**config.mk**
```make
export PLATFORM = sky130hd
export DESIGN_NAME = bus_s2p_rx
export DESIGN_NICKNAME = d
export VERILOG_FILES = /design/src/rtl/bus_s2p_rx.sv
export SDC_FILE = /design/constraint.sdc
export NUM_CORES = 1
export LEC_CHECK = 0
export ABC_CLOCK_PERIOD_IN_PS = 1900
export CAP_MARGIN = 25
export CORE_UTILIZATION = 54
export CTS_CLUSTER_SIZE = 12
export DETAILED_ROUTE_END_ITERATION = 16
export PLACE_DENSITY = 0.79
export SLEW_MARGIN = 30
export SYNTH_ARGS = -nofsm -noshare
export SYNTH_HDL_FRONTEND = slang
export SYNTH_SLANG_ARGS = --single-unit
```
**constraint.sdc**
```tcl
create_clock -name clk -period 1.9 [get_ports clk]
set_input_delay 0.285 -clock clk [delete_from_list [all_inputs] [get_ports clk]]
set_output_delay 0.285 -clock clk [all_outputs]
set_load 0.01 [all_outputs]
```
**src/rtl/bus_s2p_rx.sv**
```systemverilog
// rtl/bus_s2p_rx.sv - framed two-line serial-to-parallel bus receiver
// Optional trailing even-parity beat enabled by defining S2P_PARITY_EN.
module bus_s2p_rx #(
    parameter int ADDR_WIDTH = 12,
    parameter int DATA_WIDTH = 8,
    parameter int LSB_FIRST  = 1,
    parameter int TIMEOUT    = 16
) (
    input  logic                  clk,
    input  logic                  rst,
    input  logic                  rx_start,
    input  logic                  rx_write,
    input  logic                  rx_valid,
    input  logic                  rx_address,
    input  logic                  rx_data,
    output logic [ADDR_WIDTH-1:0] address,
    output logic [DATA_WIDTH-1:0] data_byte_out,
    output logic                  frame_valid,
    output logic                  frame_write,
    output logic                  frame_err,
    output logic                  busy
);

    localparam int FRAME_LEN = (ADDR_WIDTH > DATA_WIDTH) ? ADDR_WIDTH : DATA_WIDTH;
    localparam int CNT_W     = (FRAME_LEN > 1) ? $clog2(FRAME_LEN) : 1;
    localparam int IDLE_W    = (TIMEOUT > 1) ? $clog2(TIMEOUT) : 1;
    // The idle counter only ever needs to reach TIMEOUT-1; the next idle cycle aborts.
    localparam logic [IDLE_W-1:0] IDLE_LIMIT = IDLE_W'((TIMEOUT > 0) ? TIMEOUT - 1 : 0);

`ifdef S2P_PARITY_EN
    typedef enum logic [1:0] {S_IDLE, S_SHIFT, S_PARITY} state_t;
`else
    typedef enum logic [1:0] {S_IDLE, S_SHIFT} state_t;
`endif

    state_t                state_q, state_d;
    logic [CNT_W-1:0]      beat_q, beat_d;
    logic [IDLE_W-1:0]     idle_q, idle_d;
    logic                  mode_q, mode_d;
    logic [ADDR_WIDTH-1:0] addr_sh_q, addr_sh_d;
    logic [DATA_WIDTH-1:0] data_sh_q, data_sh_d;
    logic [ADDR_WIDTH-1:0] address_q, address_d;
    logic [DATA_WIDTH-1:0] data_q, data_d;
    logic                  fwrite_q, fwrite_d;
    logic                  fvalid_q, fvalid_d;
    logic                  ferr_q, ferr_d;
    logic                  complete;

`ifdef S2P_PARITY_EN
    logic parity_exp;
    assign parity_exp = (^addr_sh_q) ^ (mode_q & (^data_sh_q));
`endif

    always_comb begin
        state_d   = state_q;
        beat_d    = beat_q;
        idle_d    = idle_q;
        mode_d    = mode_q;
        addr_sh_d = addr_sh_q;
        data_sh_d = data_sh_q;
        address_d = address_q;
        data_d    = data_q;
        fwrite_d  = fwrite_q;
        fvalid_d  = 1'b0;
        ferr_d    = 1'b0;
        complete  = 1'b0;

        case (state_q)
            S_IDLE: begin
                if (rx_start) begin
                    state_d = S_SHIFT;
                    mode_d  = rx_write;
                    beat_d  = '0;
                    idle_d  = '0;
                end
            end
            default: begin
                // A restart outranks any beat, parity check or timeout in the same cycle.
                if (rx_start) begin
                    ferr_d  = 1'b1;
                    state_d = S_SHIFT;
                    mode_d  = rx_write;
                    beat_d  = '0;
                    idle_d  = '0;
                end else if (rx_valid) begin
                    idle_d = '0;
`ifdef S2P_PARITY_EN
                    if (state_q == S_PARITY) begin
                        if (rx_data == parity_exp) begin
                            complete = 1'b1;
                        end else begin
                            ferr_d  = 1'b1;
                            state_d = S_IDLE;
                        end
                    end else
`endif
                    begin
                        for (int i = 0; i < ADDR_WIDTH; i++) begin
                            if (int'(beat_q) == ((LSB_FIRST != 0) ? i : ADDR_WIDTH - 1 - i))
                                addr_sh_d[i] = rx_address;
                        end
                        if (mode_q) begin
                            for (int i = 0; i < DATA_WIDTH; i++) begin
                                if (int'(beat_q) == ((LSB_FIRST != 0) ? i : DATA_WIDTH - 1 - i))
                                    data_sh_d[i] = rx_data;
                            end
                        end
                        if (int'(beat_q) == FRAME_LEN - 1) begin
`ifdef S2P_PARITY_EN
                            state_d = S_PARITY;
`else
                            complete = 1'b1;
`endif
                        end else begin
                            beat_d = beat_q + 1'b1;
                        end
                    end
                end else if ((TIMEOUT > 0) && (idle_q == IDLE_LIMIT)) begin
                    ferr_d  = 1'b1;
                    state_d = S_IDLE;
                end else begin
                    idle_d = idle_q + 1'b1;
                end
            end
        endcase

        if (complete) begin
            state_d   = S_IDLE;
            address_d = addr_sh_d;
            if (mode_q)
                data_d = data_sh_d;
            fwrite_d  = mode_q;
            fvalid_d  = 1'b1;
        end
    end

    always_ff @(posedge clk) begin
        if (rst) begin
            state_q   <= S_IDLE;
            beat_q    <= '0;
            idle_q    <= '0;
            mode_q    <= 1'b0;
            addr_sh_q <= '0;
            data_sh_q <= '0;
            address_q <= '0;
            data_q    <= '0;
            fwrite_q  <= 1'b0;
            fvalid_q  <= 1'b0;
            ferr_q    <= 1'b0;
        end else begin
            state_q   <= state_d;
            beat_q    <= beat_d;
            idle_q    <= idle_d;
            mode_q    <= mode_d;
            addr_sh_q <= addr_sh_d;
            data_sh_q <= data_sh_d;
            address_q <= address_d;
            data_q    <= data_d;
            fwrite_q  <= fwrite_d;
            fvalid_q  <= fvalid_d;
            ferr_q    <= ferr_d;
        end
    end

    assign address       = address_q;
    assign data_byte_out = data_q;
    assign frame_valid   = fvalid_q;
    assign frame_write   = fwrite_q;
    assign frame_err     = ferr_q;
    assign busy          = (state_q != S_IDLE);

endmodule
```
**Metal 1**

(6 px per micron) Supply wires on this layer in grey.
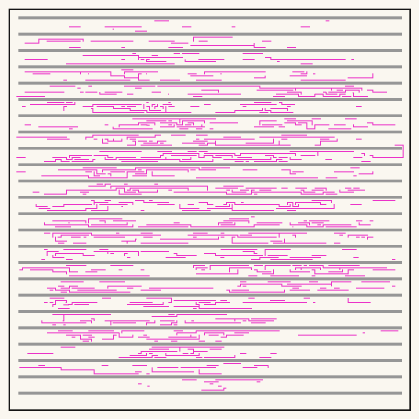
share of all routed wire	45%
wire length on this layer	2200 microns
longest straight run	20.2 microns
main direction	horizontal
nets with wire on the layer	261
Global Route met1 Usage: 0.315
routed wire length: 4840 microns

==> metrics.csv <==
metric,value,unit
run status,"finished, final reports clean",
Placed Cells incl. Taps,322,
Die Size,4430,sq um
final period utilization,0.922,
CTS tree,built,
Vert. Die Dim,66.6,microns
Crit Path Class,flop to primary output,
Non-clk bufs,45,
top-count cell post-synth,dfxtp_1,
critical-path maximum fanout,11,
seq pwr,1110,uW
Synth flops,52,
HP Class,flop to flop,
Biggest Area Class,combinational gates,
yosys cell count,244,
num rows,23,
largest net degree at the start of global routing,34,
CTS Hold Buffers Added,0,
maximum vdd drop,0.000434,V
"AND-OR/OR-AND Cells, Area Fraction",0.227,
Comb area,1090,sq um
grt met3 use,0.0582,
clkbuf count,5,
Combinational Power Share,0.049,
critical path's top delay family,buffers and inverters,
fmax,571,MHz
Post-synth EDFFs,0,
Clock Path Buffers,2,
HPWL Detailed,3400,microns
floorplan net count,256,
initial core utilization,0.563,
Comb group,93.3,uW
synth cell count leaders,"52 x dfxtp_1, 39 x a21oi_1, 34 x o21ai_0, 22 x nand3_1, 12 x nand2_1",
Cell area leaders,"dfxtp_1 46%, a21oi_1 8.7%, o21ai_0 7.6%, nand3_1 4.9%, ha_1 2.8%",
post-synth area from yosys stat,2250,sq um
RSZ-0062 raised after global routing,false,
Top Layer Used,met4,
Top Layout Cells,"51 x dfxtp_1, 39 x a21oi_1, 34 x o21ai_0",
clock sink count,52,
register area,1040,sq um
"Adder Share, Synth",0.0278,
I/O Buffers,30,
leakage,0.000923,uW
max_cap viols,0,
fin worst setup slack,0.147,ns
**Routed metal, one colour a layer**

(6 px per micron) Two of the layers only.
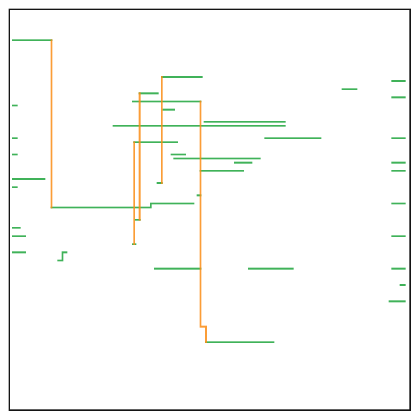
colour	layer	wire length
orange	metal 4	125 microns
green	metal 3	204 microns
WL per Instance: 14.8 microns
DR vias: 1945
Tot GR Track Use: 0.249

-- sequential cells by signal, indices dropped and copies added (netlist names) --
| register | flops |
|---|---|
| address | 12 |
| addr_sh_q | 11 |
| data_byte_out | 8 |
| data_sh_q | 8 |
| beat_q | 4 |
| idle_q | 4 |
| frame_err | 1 |
| frame_valid | 1 |
| frame_write | 1 |
| mode_q | 1 |
| state_q | 1 |
-- worst max path at each step --
| stage | startpoint | to | slack [ns] | depth (start not counted) |
|---|---|---|---|---|
| finish | state_q[0] | busy | 0.15 | 2 |
| global route | state_q[0] | busy | 0.08 | 2 |
| CTS | state_q[0] | busy | 0.01 | 2 |
| detailed placement | rx_valid | address[8] | -0.05 | 5 |
| global placement | rx_valid | data_byte_out[6] | -0.002 | 4 |
| floorplan | beat_q[0] | data_byte_out[6] | 0.48 | 5 |
Power is estimated from default activity; no workload was simulated.
